File: src/rtl/uart_pkg.sv
// Shared UART definitions: FSM state and baud_rate encodings, default base rate and the
// bit-period divisor used by both the TX and RX baud generators.
package uart_pkg;

    localparam int unsigned BaudBaseDefault = 2400;
    localparam int unsigned DivWidth        = 16;

    typedef enum logic [2:0] {
        StIdle,
        StStart,
        StData,
        StParity,
        StStop
    } uart_state_e;

    // Each step doubles the line rate relative to the base rate.
    typedef enum logic [1:0] {
        BaudX1 = 2'b00,
        BaudX2 = 2'b01,
        BaudX4 = 2'b10,
        BaudX8 = 2'b11
    } baud_rate_e;

    // Clocks per bit, rounded to nearest: (clk_freq + b/2) / b with b = baud_base << rate.
    function automatic logic [DivWidth-1:0] baud_div(input int unsigned clk_freq,
                                                     input int unsigned baud_base,
                                                     input logic [1:0]  rate);
        int unsigned b;
        b = baud_base << rate;
        return DivWidth'((clk_freq + b / 2) / b);
    endfunction

endpackage

File: src/rtl/uart_tx_baud_tick.sv
// Bit-period timer for uart_tx: 16-bit down-counter reloaded with the divisor, pulsing
// bit_end on the last clock of every bit period.
module uart_tx_baud_tick
    import uart_pkg::*;
(
    input  logic                clk,
    input  logic                rst,
    input  logic                start,
    input  logic                run,
    input  logic [DivWidth-1:0] div,
    output logic                bit_end
);

    logic [DivWidth-1:0] cnt_q;

    assign bit_end = run && (cnt_q == '0);

    // Loading div-1 on the frame-start edge makes every bit exactly div clocks long.
    always_ff @(posedge clk or posedge rst) begin
        if (rst) begin
            cnt_q <= '0;
        end else if (start || bit_end) begin
            cnt_q <= div - DivWidth'(1);
        end else if (run) begin
            cnt_q <= cnt_q - DivWidth'(1);
        end
    end

endmodule

File: src/rtl/uart_tx.sv
// UART transmitter, 8N1, LSB first, line idles high; one byte per valid/ready handshake.
// Define UART_TX_PARITY_EN to insert a parity bit (sense set by PARITY_ODD) before the stop bit.
module uart_tx
    import uart_pkg::*;
#(
    parameter int unsigned CLK_FREQ   = 50_000_000,
    parameter int unsigned BAUD_BASE  = BaudBaseDefault,
    parameter int unsigned PARITY_ODD = 0
) (
    input  logic       clk,
    input  logic       rst,
    input  logic [1:0] baud_rate,
    input  logic [7:0] tx_data,
    input  logic       tx_valid,
    output logic       tx_ready,
    output logic       tx_done,
    output logic       tx
);

    localparam logic [DivWidth-1:0] Div1x = baud_div(CLK_FREQ, BAUD_BASE, BaudX1);
    localparam logic [DivWidth-1:0] Div2x = baud_div(CLK_FREQ, BAUD_BASE, BaudX2);
    localparam logic [DivWidth-1:0] Div4x = baud_div(CLK_FREQ, BAUD_BASE, BaudX4);
    localparam logic [DivWidth-1:0] Div8x = baud_div(CLK_FREQ, BAUD_BASE, BaudX8);

    uart_state_e         state_q;
    logic [7:0]          shift_q;
    logic [2:0]          bit_cnt_q;
    logic [DivWidth-1:0] div_q;
    logic [DivWidth-1:0] div_sel;
    logic [DivWidth-1:0] div_cur;
    logic                accept;
    logic                bit_end;

`ifdef UART_TX_PARITY_EN
    localparam logic ParityOdd = (PARITY_ODD != 0);
    logic parity_q;
`endif

    always_comb begin
        div_sel = Div1x;
        case (baud_rate)
            BaudX1:  div_sel = Div1x;
            BaudX2:  div_sel = Div2x;
            BaudX4:  div_sel = Div4x;
            BaudX8:  div_sel = Div8x;
            default: div_sel = Div1x;
        endcase
    end

    assign accept  = (state_q == StIdle) && tx_valid && tx_ready;
    // The rate is frozen at acceptance; later baud_rate changes only affect the next byte.
    assign div_cur = accept ? div_sel : div_q;

    uart_tx_baud_tick u_baud_tick (
        .clk     (clk),
        .rst     (rst),
        .start   (accept),
        .run     (state_q != StIdle),
        .div     (div_cur),
        .bit_end (bit_end)
    );

    always_ff @(posedge clk or posedge rst) begin
        if (rst) begin
            state_q   <= StIdle;
            shift_q   <= '0;
            bit_cnt_q <= '0;
            div_q     <= '0;
            tx        <= 1'b1;
            tx_ready  <= 1'b1;
            tx_done   <= 1'b0;
`ifdef UART_TX_PARITY_EN
            parity_q  <= 1'b0;
`endif
        end else begin
            tx_done <= 1'b0;
            case (state_q)
                StIdle: begin
                    if (accept) begin
                        shift_q   <= tx_data;
                        div_q     <= div_sel;
                        bit_cnt_q <= '0;
                        tx        <= 1'b0;
                        tx_ready  <= 1'b0;
                        state_q   <= StStart;
`ifdef UART_TX_PARITY_EN
                        parity_q  <= (^tx_data) ^ ParityOdd;
`endif
                    end
                end
                StStart: begin
                    if (bit_end) begin
                        tx      <= shift_q[0];
                        state_q <= StData;
                    end
                end
                StData: begin
                    if (bit_end) begin
                        shift_q <= shift_q >> 1;
                        if (bit_cnt_q == 3'd7) begin
`ifdef UART_TX_PARITY_EN
                            tx      <= parity_q;
                            state_q <= StParity;
`else
                            tx      <= 1'b1;
                            state_q <= StStop;
`endif
                        end else begin
                            tx        <= shift_q[1];
                            bit_cnt_q <= bit_cnt_q + 3'd1;
                        end
                    end
                end
`ifdef UART_TX_PARITY_EN
                StParity: begin
                    if (bit_end) begin
                        tx      <= 1'b1;
                        state_q <= StStop;
                    end
                end
`endif
                StStop: begin
                    if (bit_end) begin
                        tx_done  <= 1'b1;
                        tx_ready <= 1'b1;
                        state_q  <= StIdle;
                    end
                end
                default: state_q <= StIdle;
            endcase
        end
    end

endmodule

File: config.mk
export PLATFORM = sky130hd
export DESIGN_NAME = uart_tx
export DESIGN_NICKNAME = d
export VERILOG_FILES = /design/src/rtl/uart_pkg.sv /design/src/rtl/uart_tx_baud_tick.sv /design/src/rtl/uart_tx.sv
export SDC_FILE = /design/constraint.sdc
export NUM_CORES = 1
export LEC_CHECK = 0
export CORE_MARGIN = 2
export CORE_UTILIZATION = 55
export CTS_CLUSTER_DIAMETER = 60
export DETAILED_ROUTE_END_ITERATION = 16
export PLACE_DENSITY_LB_ADDON = 0.12
export SLEW_MARGIN = 20
export SYNTH_ARGS = -nofsm -noshare
export SYNTH_HDL_FRONTEND = slang
export SYNTH_HIERARCHICAL = 1
export SYNTH_SLANG_ARGS = --single-unit
File: constraint.sdc
create_clock -name clk -period 8 [get_ports clk]
set_clock_uncertainty 0.05 [all_clocks]
set_input_delay 1.2 -clock clk [delete_from_list [all_inputs] [get_ports clk]]
set_output_delay 1.2 -clock clk [all_outputs]
set_load 0.05 [all_outputs]
Figure 1. Ports around the boundary (run 1).
Drawn at 4 px/µm. Pins as bars across the die edge, other pins in grey.
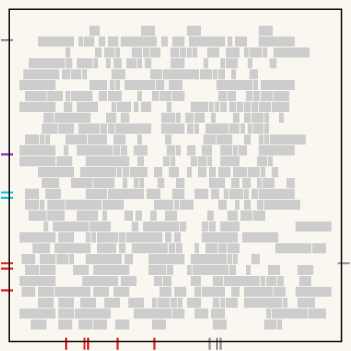
Purple stands for `rst`, pins 1, direction input, edge west. Red stands for `tx_data`, pins 8, direction input, edge 5 south, 3 west. Cyan stands for `baud_rate`, pins 2, direction input, edge west.
All pins by edge: 8 south, 7 west, 1 east.
Die Ht: 82.69 µm
I/O Buffers: 15
Die Width: 82.69 µm

Figure 2. Metal 3 (run 1).
Drawn at 6 px/µm. Cells faint in the background.
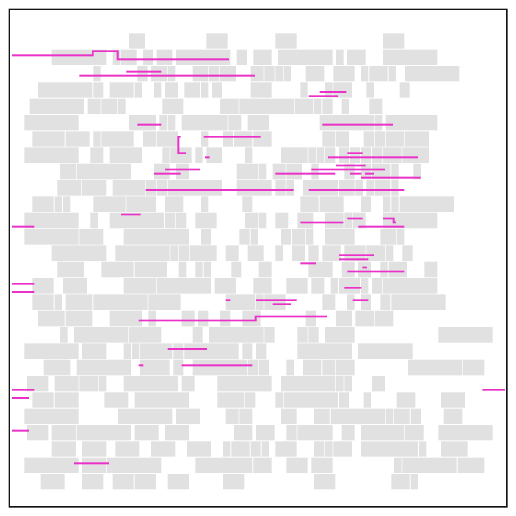
The wires run mostly horizontal. 39 nets have wire on it. The longest straight run is 29.0 µm. The layer carries 351 µm of wire.
wirelength, routed: 7.433 mm
total number of vias: 2724
GR Layer Usage met3: 3.587%

Figure 3. Layout detail (run 1).
Region (33, 33) to (83, 83) µm. Cells in grey, sequential cells in the stronger grey; small squares are vias.
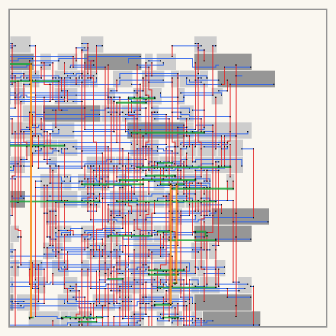
Red stands for M2. Blue stands for M1. Orange stands for M4. Green stands for M3.
Netlist names of flops here include `u_baud_tick/cnt_q` (9). Sequential cells in the window: 9. Most frequent: nor2_1 (22), a21oi_1 (13), nand2_1 (12). 138 logic cells have their middle in the window.

Figure 4. Cells coloured by class (run 1).
Drawn at 6 px/µm.
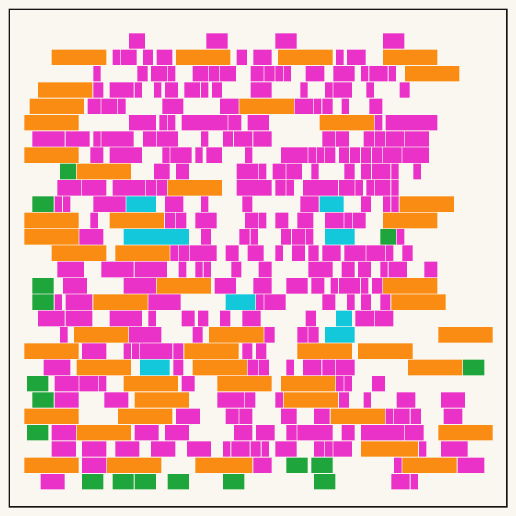
Magenta stands for remaining logic cells, cells 283. Cyan stands for clock drivers and dummy loads, cells 8. Orange stands for sequential cells, cells 49. Green stands for remaining buffers and delay cells, cells 17.
Post-Route Utilization: 61.58%
total core area: 5956 µm²

==> impl_metrics.env, run 1 <==
# physical design summary
export IMPL_outcome="complete, no violations"
export IMPL_max_cap_violations=0
export IMPL_min_period_ns=5.609
export IMPL_critical_path_top_delay_family="simple AND/OR/NAND/NOR gates"
export IMPL_p_switching_uw=352.7
export IMPL_ys_warn_count=6
export IMPL_grt_max_degree=51
export IMPL_tool_warnings=30
export IMPL_clkSinkCount=49
export IMPL_htree_levels=2
export IMPL_critPathKind="input pin to flip-flop"
export IMPL_crit_end="u_baud_tick/cnt_q[6]"
export IMPL_synth_top_cell_area_share_pct=34.53
export IMPL_drtPass1Iterations=5
export IMPL_cp_end_kind="flip-flop"
export IMPL_cts_setup_buffers=0
export IMPL_combPwrFrac_pct=36.0
export IMPL_grt_usage_pct=24.09
export IMPL_clk_pin_slew_worst_paths_ns=0.09
export IMPL_p_clk_uw=186
export IMPL_fmax_mhz=178.3
export IMPL_yosys_cells=352
export IMPL_worst_ep_required_time_ns=8.14
export IMPL_hold_path_depth=1
export IMPL_fin_nets=377
export IMPL_pg_comb_uw=325
export IMPL_power_uw=902.7
export IMPL_fin_area_um2=3667
export IMPL_cp_cell_sequence="clkdlybuf4s50_1, nor4bb_2, and2_4, clkinv_1, o21ai_4, mux2i_1, ha_1, o221ai_1, or4_1, a311o_1"
export IMPL_edf_count=0
export IMPL_ctsResizeCount=0
export IMPL_power_leakage_uw=0.001485
export IMPL_r2r_start="state_q[0]"
export IMPL_cts_root_buf="clkbuf_8"
export IMPL_syn_area_um2=3406
export IMPL_gp_congestion=0.8915
export IMPL_period_used_pct=70.11
export IMPL_worst_r2r_path_depth=9
export IMPL_yosys_area_um2=3406
export IMPL_rr_endpoint="u_baud_tick/cnt_q[6]"
export IMPL_top_cell="dfrtp_1"
export IMPL_syn2layout_area_growth_pct=7.678
export IMPL_p_seq_uw=392
export IMPL_yosys_stat_seqShare_pct=36.08
export IMPL_yosysUniqueCellTypes=75
export IMPL_power_density_nw_per_um2=246.1
export IMPL_max_stage_delay_ns=0.69
export IMPL_cp_num_cells=10
export IMPL_fill_cells=520
export IMPL_hold_viol_final=0
export IMPL_cts_inserted_buffers=5
export IMPL_antenna_found_initial=0
export IMPL_grt_pass1_wl_mm=12.42
export IMPL_topCellsByArea="dfrtp_1 35%, mux2_2 7.3%, mux2_4 5.3%"
export IMPL_flop_cell="dfrtp_1"
export IMPL_regArea_um2=1229
export IMPL_cp_max_fo=50
export IMPL_placed_area_um2=3542
export IMPL_io_pins=16
export IMPL_setup_tns_ns=0
export IMPL_drcViolationCount=0
export IMPL_wl_per_cell_um=17.21
export IMPL_slew_headroom_pct=48.97
export IMPL_r2r_slack_ns=3.17
export IMPL_grt_pass1_vias=2493
export IMPL_top_power_group="registers"
export IMPL_hold_path_end="div_q[15]"
export IMPL_arrival_ns=5.75
export IMPL_numSynthFlops=49
export IMPL_tritoncts="done"
export IMPL_chipArea_um2=6838
export IMPL_p_int_uw=550.0
export IMPL_ys_async_sr_fraction_pct=100.0
export IMPL_path_buffers=2
export IMPL_clk_path_buf_depth=2
export IMPL_drt_iter0_markers=216
export IMPL_fin_cells=432
export IMPL_drive_gt1_share_pct=18.21
export IMPL_insertion_delay_ns=0.31
export IMPL_num_rows=28
export IMPL_antenna_cells=0
export IMPL_multiInputGateArea_um2=2013
export IMPL_dp_cells=424
export IMPL_rsz0062_at_grt="no"
export IMPL_core_util_floorplan_pct=57.18
export IMPL_top_cells_by_count="47 x dfrtp_1, 40 x nor2_1, 32 x a21oi_1"
export IMPL_min_path_type="flip-flop to flip-flop"
export IMPL_ant_nets=0
export IMPL_syn_inst=352
export IMPL_slowest_stage="and2_4"
export IMPL_synth_area_per_cell_um2=9.675
export IMPL_dp_hpwl_mm=5.220
export IMPL_overflow=0
export IMPL_top_area_cell="dfrtp_1"
export IMPL_peakVddDrop_mv=0.1623
export IMPL_min_from="div_q[15]"
export IMPL_syn_nets=373
export IMPL_viasPerCell=6.306
export IMPL_critical_path_startpoint_type="input pin"
export IMPL_power_share_clock_pct=20.6
export IMPL_switching_share_pct=39.07
export IMPL_setup_viol=0
export IMPL_ctsHoldBuffers=0
export IMPL_worst_slew_pin_slew_ns=0.7647
export IMPL_seq_power_share_pct=43.4
export IMPL_startpoint="tx_valid"
export IMPL_slew_violations=0
-- run 1: cell families after synthesis --
logic type                 count (synthesis)  share of synthesized area, %
buffers and inverters                     33                         5.069
AOI/OAI and AO/OA                         89                         18.77
and+or+nand+nor                          115                         17.93
DFF                                       49                         36.08
muxes                                     46                         16.13
xor gates and xnor gates                  12                         3.086
adders and majority gates                  8                         2.939
-- run 1: placed cells by master (no fill, tap or decap), types with 5 or more instances in the layout --
cell	netlist	routed
clkdlybuf4s50_1	0	15
mux2_4	12	12
mux2i_1	11	11
nor4_1	6	6
nand3_1	5	5
nor2b_1	5	5
or3_1	5	5
a21oi_1	32	32
nor2_1	40	40
o21ai_0	6	6
clkbuf_8	0	5
nand2_1	22	22
xor2_1	7	7
nor3_1	9	9
dfrtp_1	47	47
inv_1	12	12
xnor2_1	5	5
ha_1	8	8
mux2_2	22	22
-- run 1: flip-flops by register name, summed over array words and instances (netlist names) --
signal and flops:
div_q 16, u_baud_tick/cnt_q 16, shift_q 8, bit_cnt_q 3, state_q 3, tx 1, tx_done 1, tx_ready 1
-- run 1: cell type report --
type                            count  area share [%]
Clock inverter                      3           1.331
Timing Repair Buffer               17           4.504
Inverter                           13           1.331
Tap cell                           75           2.559
Sequential cell                    49           33.50
Clock buffer                        5           1.876
Multi-Input combinational cell    270           54.90
-- run 1: routing by layer --
metal  routed length [µm]  global-route usage [%]  vias to the layer above
li1                     -                       -                     1300
met5                    0                       0                        -
met3                  350                   3.587                       11
met4                  131                   8.033                        0
met2                 3292                   35.32                       85
met1                 3658                   36.32                     1328
-- run 1: metrics by stage --
step                worst slack [ns]  hold WS, ns
floorplan                      3.140       0.4057
global placement               1.553       0.4377
detailed placement             1.313       0.4423
CTS                            1.603       0.4611
global route                   2.046       0.4725
finish                         2.391       0.4592
## Run 2: what changed since run 1
- clock period: 8 -> 5.5 ns (I/O delays scaled with it)
==> impl_metrics.env, run 2 <==
# physical design summary
export IMPL_yosysUniqueCellTypes=75
export IMPL_fin_nets=380
export IMPL_switching_share_pct=39.77
export IMPL_ys_warn_count=6
export IMPL_grt_busiest_layer="met2"
export IMPL_grt_usage_pct=23.66
export IMPL_startpoint="state_q[0]"
export IMPL_top_area_cell="dfrtp_1"
export IMPL_io_pins=16
export IMPL_period_used_pct=78.82
export IMPL_power_share_clock_pct=18.7
export IMPL_setup_viol=0
export IMPL_yosys_area_um2=3406
export IMPL_clk_path_buf_depth=2
export IMPL_path_buffers=0
export IMPL_core_util_floorplan_pct=57.18
export IMPL_r2r_start="state_q[0]"
export IMPL_core_area_um2=5956
export IMPL_synth_area_per_cell_um2=9.675
export IMPL_wl_per_cell_um=17.25
export IMPL_drcViolationCount=0
export IMPL_synth_top_cell_area_share_pct=34.53
export IMPL_p_int_uw=778.2
export IMPL_setup_tns_ns=0
export IMPL_ctsResizeCount=0
export IMPL_critical_path_top_delay_family="simple AND/OR/NAND/NOR gates"
export IMPL_reg_top3="div_q: 16 flops, u_baud_tick/cnt_q: 16 flops, shift_q: 8 flops"
export IMPL_wl_met3_um=367
export IMPL_drt_iter0_markers=233
export IMPL_cts_inserted_buffers=5
export IMPL_antenna_cells=0
export IMPL_mostFrequentLayoutCell="dfrtp_1"
export IMPL_worst_ep_required_time_ns=5.64
export IMPL_mostFrequentLayoutCells="47 x dfrtp_1, 40 x nor2_1, 32 x a21oi_1"
export IMPL_numSynthFlops=49
export IMPL_slowest_stage="dfrtp_1"
export IMPL_arrival_ns=4.47
export IMPL_htree_levels=2
export IMPL_overflow=0
export IMPL_dp_cells=427
export IMPL_critical_path_startpoint_type="flip-flop"
export IMPL_syn_nets=373
export IMPL_antenna_found_initial=0
export IMPL_cts_root_buf="clkbuf_8"
export IMPL_top_cell="dfrtp_1"
export IMPL_tool_warnings=30
export IMPL_seq_power_share_pct=44.3
export IMPL_power_density_nw_per_um2=352.1
export IMPL_wl_met2_mm=3.387
export IMPL_use_met2_pct=36.05
export IMPL_max_stage_delay_ns=0.67
export IMPL_slew_headroom_pct=52.42
export IMPL_cp_end_kind="flip-flop"
export IMPL_rsz0062_at_grt="no"
export IMPL_slew_violations=0
export IMPL_ant_nets=0
export IMPL_worst_slew_pin_slew_ns=0.7129
export IMPL_peakVddDrop_mv=0.1729
export IMPL_syn_inst=352
export IMPL_top_layer_used="met4"
export IMPL_power_uw=1292
export IMPL_power_leakage_uw=0.001499
export IMPL_drive_gt1_share_pct=18.61
export IMPL_hold_viol_final=0
export IMPL_combPwrFrac_pct=37.1
export IMPL_top_cells_by_count="47 x dfrtp_1, 40 x nor2_1, 32 x a21oi_1"
export IMPL_dp_hpwl_mm=5.329
export IMPL_cp_max_fo=23
export IMPL_flop_cell="dfrtp_1"
export IMPL_gr_usage_met1_pct=34.83
export IMPL_clk_pin_slew_worst_paths_ns=0.09
export IMPL_chipArea_um2=6838
export IMPL_outcome="complete, no violations"
export IMPL_grt_use_met3_pct=4.022
export IMPL_io_buffers=15
export IMPL_viasPerCell=6.308
export IMPL_fin_cells=435
export IMPL_cts_setup_buffers=0
export IMPL_syn2layout_area_growth_pct=7.752
export IMPL_min_path_type="flip-flop to flip-flop"
export IMPL_tritoncts="done"
export IMPL_cp_cell_sequence="or3_1, nor4b_4, nand4_2, o21ai_4, mux2i_1, ha_1, o221ai_1, or4_1, a311o_1"
export IMPL_grt_pass1_vias=2528
export IMPL_dieHeight_um=82.69
export IMPL_ctsHoldBuffers=0
export IMPL_min_from="div_q[15]"
export IMPL_grt_pass1_wl_mm=12.43
export IMPL_syn_area_um2=3406
export IMPL_fmax_mhz=230.7
export IMPL_critPathKind="flip-flop to flip-flop"
export IMPL_topCellsByArea="dfrtp_1 35%, mux2_2 7.3%, mux2_4 5.3%"
export IMPL_yosys_stat_seqShare_pct=36.08
export IMPL_placed_area_um2=3565
export IMPL_die_width_um=82.69
export IMPL_max_cap_violations=0
export IMPL_ys_async_sr_fraction_pct=100.0
export IMPL_yosys_cells=352
export IMPL_edf_count=0
export IMPL_gp_congestion=0.9073
export IMPL_p_switching_uw=513.8
export IMPL_min_period_ns=4.335
export IMPL_drtPass1Iterations=5
export IMPL_met1_length_mm=3.697
export IMPL_insertion_delay_ns=0.31
export IMPL_grt_max_degree=34
run 2: cell counts after synthesis:
Identical to the previous run, type by type.
run 2: per-stage QoR:
step           hold WS [ns]  util [%]  setup WS, ns
6_report             0.4561     61.62         1.165
2_1_floorplan        0.4057         -         1.015
3_5_place_dp         0.4382     59.85        0.9432
5_1_grt              0.4895     61.62        0.8910
3_3_place_gp         0.4260     59.85         1.035
4_1_cts              0.4561     61.62         1.266
run 2: cells by family after synthesis:
kind of cell | count (synthesis) | share of synthesized area [%]
flip-flops | 49 | 36.08
AND/OR/NAND/NOR | 115 | 17.93
XOR/XNOR | 12 | 3.086
adder cells (fa/ha/maj) | 8 | 2.939
buffers and inverters | 33 | 5.069
AND-OR/OR-AND | 89 | 18.77
multiplexers | 46 | 16.13
run 2: area by class of cell:
class	instances	area [µm²]
Multi-Input combinational cell	270	2006
Sequential cell	49	1229
Clock inverter	1	8.758
Timing Repair Buffer	20	187.7
Fill cell	521	2286
Tap cell	75	93.84
Clock buffer	7	96.34
Inverter	13	48.80
run 2: worst paths after layout:
kind / to / slack, ns / depth (start not counted)
worst max-delay path: u_baud_tick/cnt_q[6] / 1.17 / 9
worst min-delay path: div_q[15] / 0.46 / 1
worst max register to register: u_baud_tick/cnt_q[6] / 1.17 / 9
worst min register to register: div_q[15] / 0.46 / 1
max in group asynchronous: u_baud_tick/cnt_q[12] / 4.04 / 2
min in group asynchronous: div_q[15] / 0.89 / 3
run 2: power by group through the flow:
stage | logic [µW] | clock network [µW] | registers [µW]
2_1_floorplan | 379 | 0 | 542
3_3_place_gp | 462 | 0 | 572
3_5_place_dp | 467 | 0 | 574
4_1_cts | 469 | 253 | 568
5_1_grt | 520 | 264 | 584
6_report | 479 | 241 | 572
Figure 5. Cells coloured by class (run 2).
Drawn at 6 px/µm.
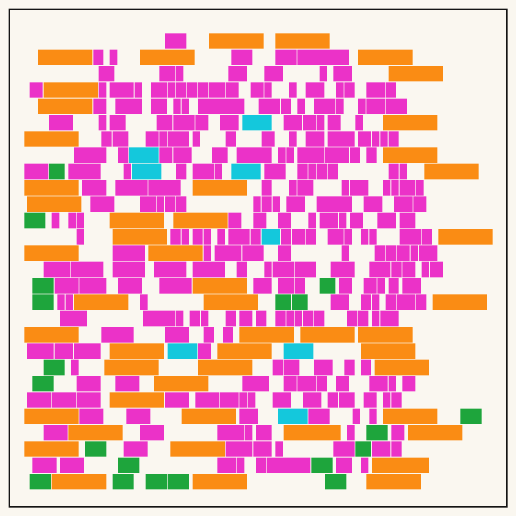
Magenta stands for remaining logic cells, cells 283. Green stands for remaining buffers and delay cells, cells 20. Cyan stands for clock drivers and dummy loads, cells 8. Orange stands for sequential cells, cells 49.
FP Rows: 28
Post-Route Utilization: 61.62%
final instance area: 3670 µm²

Figure 6. Clock routing (run 2).
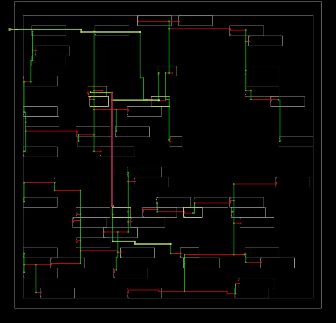
# clk buffers: 7
Sink Count: 49

Figure 7. Metal 3 (run 2).
Drawn at 6 px/µm. Cells faint in the background.
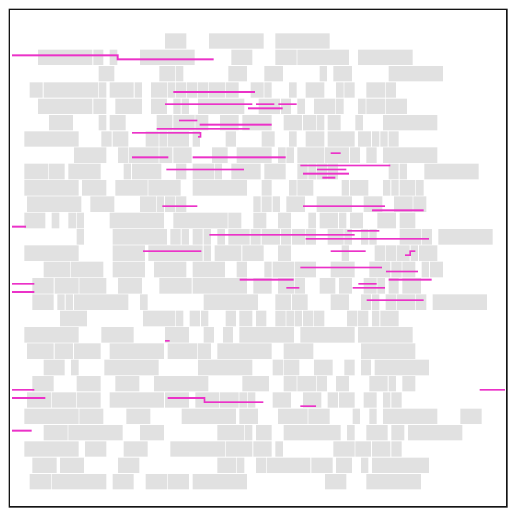
38 nets have wire on it. The longest straight run is 23.9 µm. The layer holds 4.9% of the routed length. The layer carries 368 µm of wire.
wirelength, routed: 7.504 mm
total number of vias: 2744

## Run 3: what changed since run 2
- clock period: 5.5 -> 3.85 ns (I/O delays scaled with it)
==> impl_metrics.env, run 3 <==
# physical design summary
export IMPL_grt_pass1_wl_mm=12.78
export IMPL_antenna_found_initial=0
export IMPL_core_util_floorplan_pct=57.18
export IMPL_tritoncts="done"
export IMPL_overflow=0
export IMPL_cts_setup_buffers=0
export IMPL_syn_area_um2=3406
export IMPL_use_met2_pct=38.15
export IMPL_slew_headroom_pct=49.82
export IMPL_grt_pass1_vias=2686
export IMPL_topCellsByArea="dfrtp_1 35%, mux2_2 7.3%, mux2_4 5.3%"
export IMPL_simple_gate_share_pct=17.93
export IMPL_wl_met3_um=427
export IMPL_reg_top3="div_q: 16 flops, u_baud_tick/cnt_q: 16 flops, shift_q: 8 flops"
export IMPL_dieHeight_um=82.69
export IMPL_slew_violations=0
export IMPL_post_route_util_pct=64.33
export IMPL_gr_usage_met1_pct=34.78
export IMPL_synth_adder_area_share_pct=2.939
export IMPL_rsz0062_at_grt="no"
export IMPL_io_buffers=15
export IMPL_drive_gt1_share_pct=22.96
export IMPL_drt_iter0_markers=302
export IMPL_yosys_cells=352
export IMPL_place_ws_ns=-0.04766
export IMPL_grt_busiest_layer="met2"
export IMPL_clkSinkCount=49
export IMPL_dp_hpwl_mm=5.544
export IMPL_yosys_stat_seqShare_pct=36.08
export IMPL_outcome="complete, no violations"
export IMPL_top_cells_by_count="47 x dfrtp_1, 40 x nor2_1, 32 x a21oi_1"
export IMPL_drtPass1Iterations=5
export IMPL_syn_nets=373
export IMPL_drcViolationCount=0
export IMPL_peakVddDrop_mv=0.3024
export IMPL_cts_inserted_buffers=5
export IMPL_htree_levels=2
export IMPL_wl_per_cell_um=16.69
export IMPL_tool_warnings=30
export IMPL_core_area_um2=5956
export IMPL_cp_end_kind="flip-flop"
export IMPL_top_logic_kind="AND-OR/OR-AND gates"
export IMPL_io_pins=16
export IMPL_met1_length_mm=3.563
export IMPL_dp_cells=446
export IMPL_arrival_ns=3.75
export IMPL_critical_path_startpoint_type="input pin"
export IMPL_power_leakage_uw=0.001595
export IMPL_top_layer_used="met4"
export IMPL_top_area_cell="dfrtp_1"
export IMPL_ys_sh_aoi_pct=18.77
export IMPL_viasPerCell=6.187
export IMPL_cp_max_fo=9
export IMPL_flop_cell="dfrtp_1"
export IMPL_top_cell="dfrtp_1"
export IMPL_antenna_cells=0
export IMPL_worst_slew_pin_slew_ns=0.7500
export IMPL_fin_nets=399
export IMPL_timing_final_ws_setup_ns=0.2582
export IMPL_chipArea_um2=6838
export IMPL_ant_nets=0
export IMPL_grt_usage_pct=24.44
export IMPL_ys_warn_count=6
export IMPL_fmax_mhz=278.4
export IMPL_period_used_pct=93.29
export IMPL_ys_sh_xor_pct=3.086
export IMPL_worst_ep_required_time_ns=4.00
export IMPL_setup_viol=0
export IMPL_fin_cells=454
export IMPL_mostFrequentLayoutCells="47 x dfrtp_1, 40 x nor2_1, 32 x a21oi_1"
export IMPL_numSynthFlops=49
export IMPL_synth_top_cell_area_share_pct=34.53
export IMPL_power_uw=1903
export IMPL_clk_path_buf_depth=2
export IMPL_mux_share_pct=16.13
export IMPL_yosysUniqueCellTypes=75
export IMPL_yosys_area_um2=3406
export IMPL_ys_async_sr_fraction_pct=100.0
export IMPL_min_period_ns=3.592
export IMPL_synth_area_per_cell_um2=9.675
export IMPL_critPathKind="input pin to flip-flop"
export IMPL_hold_viol_final=0
export IMPL_die_width_um=82.69
export IMPL_syn2layout_area_growth_pct=12.49
export IMPL_cts_root_buf="clkbuf_8"
export IMPL_grt_max_degree=34
export IMPL_mostFrequentLayoutCell="dfrtp_1"
export IMPL_gp_congestion=0.8817
export IMPL_edf_count=0
export IMPL_clk_pin_slew_worst_paths_ns=0.09
export IMPL_max_cap_violations=0
export IMPL_ctsResizeCount=0
export IMPL_power_density_nw_per_um2=496.8
export IMPL_min_path_type="flip-flop to flip-flop"
export IMPL_wl_met2_mm=3.477
export IMPL_ctsHoldBuffers=0
export IMPL_syn_inst=352
export IMPL_num_rows=28
export IMPL_insertion_delay_ns=0.30
-- run 3: worst max-delay path, stage by stage --
cell             delay [ns]
clkdlybuf4s50_1        0.49
nor4bb_1               0.44
and2_4                 0.30
mux2_4                 0.32
nor3_1                 0.36
mux2i_1                0.18
a21oi_1                0.21
nand2_1                0.15
buf_4                  0.19
nor3_2                 0.19
o21ai_1                0.08
a221oi_1               0.25
-- run 3: cell type report --
| class | instances | area (µm²) |
|---|---|---|
| fill | 522 | 2125 |
| multi-input combinational | 270 | 2013 |
| sequential | 49 | 1229 |
| timing repair buffer | 39 | 330.3 |
| tap | 75 | 93.84 |
| clock buffer | 6 | 72.57 |
| inverter | 13 | 53.80 |
| clock inverter | 2 | 38.79 |
-- run 3: final timing paths --
| path | start | end | slack, ns | cells after the start |
|---|---|---|---|---|
| max | tx_valid | u_baud_tick/cnt_q[13] | 0.26 | 12 |
| min | div_q[15] | div_q[15] | 0.46 | 1 |
| max reg2reg | state_q[0] | u_baud_tick/cnt_q[13] | 0.43 | 11 |
| min reg2reg | div_q[15] | div_q[15] | 0.46 | 1 |
| max in group asynchronous | rst | u_baud_tick/cnt_q[3] | 2.64 | 2 |
| min in group asynchronous | rst | div_q[7] | 0.65 | 3 |
-- run 3: where the power goes --
| group | switching (µW) | internal [µW] | total [µW] | leakage, µW |
|---|---|---|---|---|
| Sequential | 167 | 647 | 814 | 0.000606 |
| Clock | 171 | 195 | 366 | 0.0000554 |
| Combinational | 385 | 339 | 723 | 0.000934 |
| Total | 723 | 1180 | 1900 | 0.00160 |
-- run 3: per-stage QoR --
stage               TNS [ns]  cell area (µm²)  hold WS, ns
floorplan                  0             3430       0.4057
global placement           0             3719       0.4348
detailed placement  -0.07551             3719       0.4376
CTS                        0             3830       0.4668
global route               0             3831       0.4765
finish                     0             3831       0.4613
Figure 8. Clock routing (run 3).
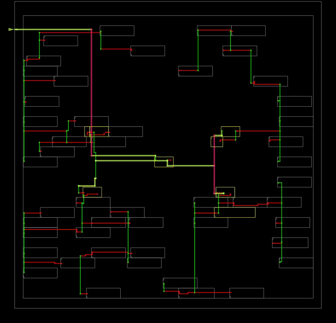
Clock Power: 366 µW
Seq Cell Count: 49

Figure 9. Layout detail (run 3).
Region (33, 33) to (83, 83) µm. Cells in grey, sequential cells in the stronger grey; small squares are vias.
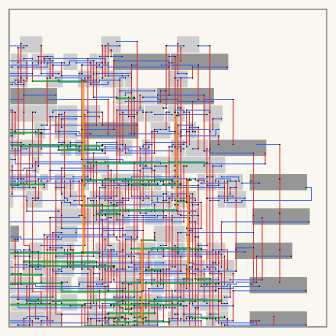
Blue stands for M1. Orange stands for M4. Green stands for M3. Red stands for M2.
Most frequent: nor2_1 (24), nand2_1 (13). Sequential cells in the window: 11. Netlist names of flops here include `u_baud_tick/cnt_q` (10), `state_q` (1). 152 logic cells have their middle in the window.

Figure 10. Metal 3 (run 3).
Drawn at 6 px/µm. Cells faint in the background.
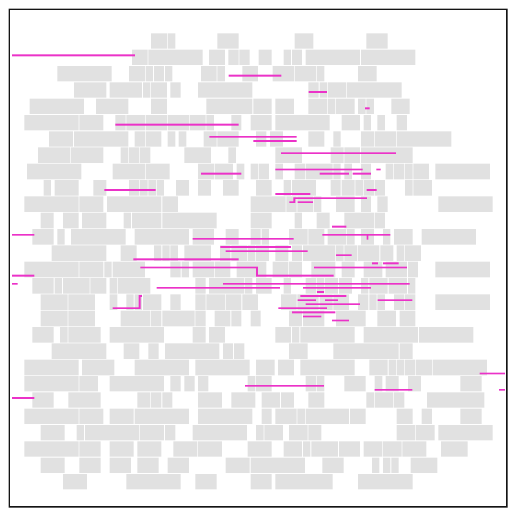
The layer carries 428 µm of wire. 38 nets have wire on it. The wires run mostly horizontal.
GR Layer Usage met3: 4.130%
wirelength, routed: 7.575 mm
total number of vias: 2809

Power and IR drop assume default switching activity.
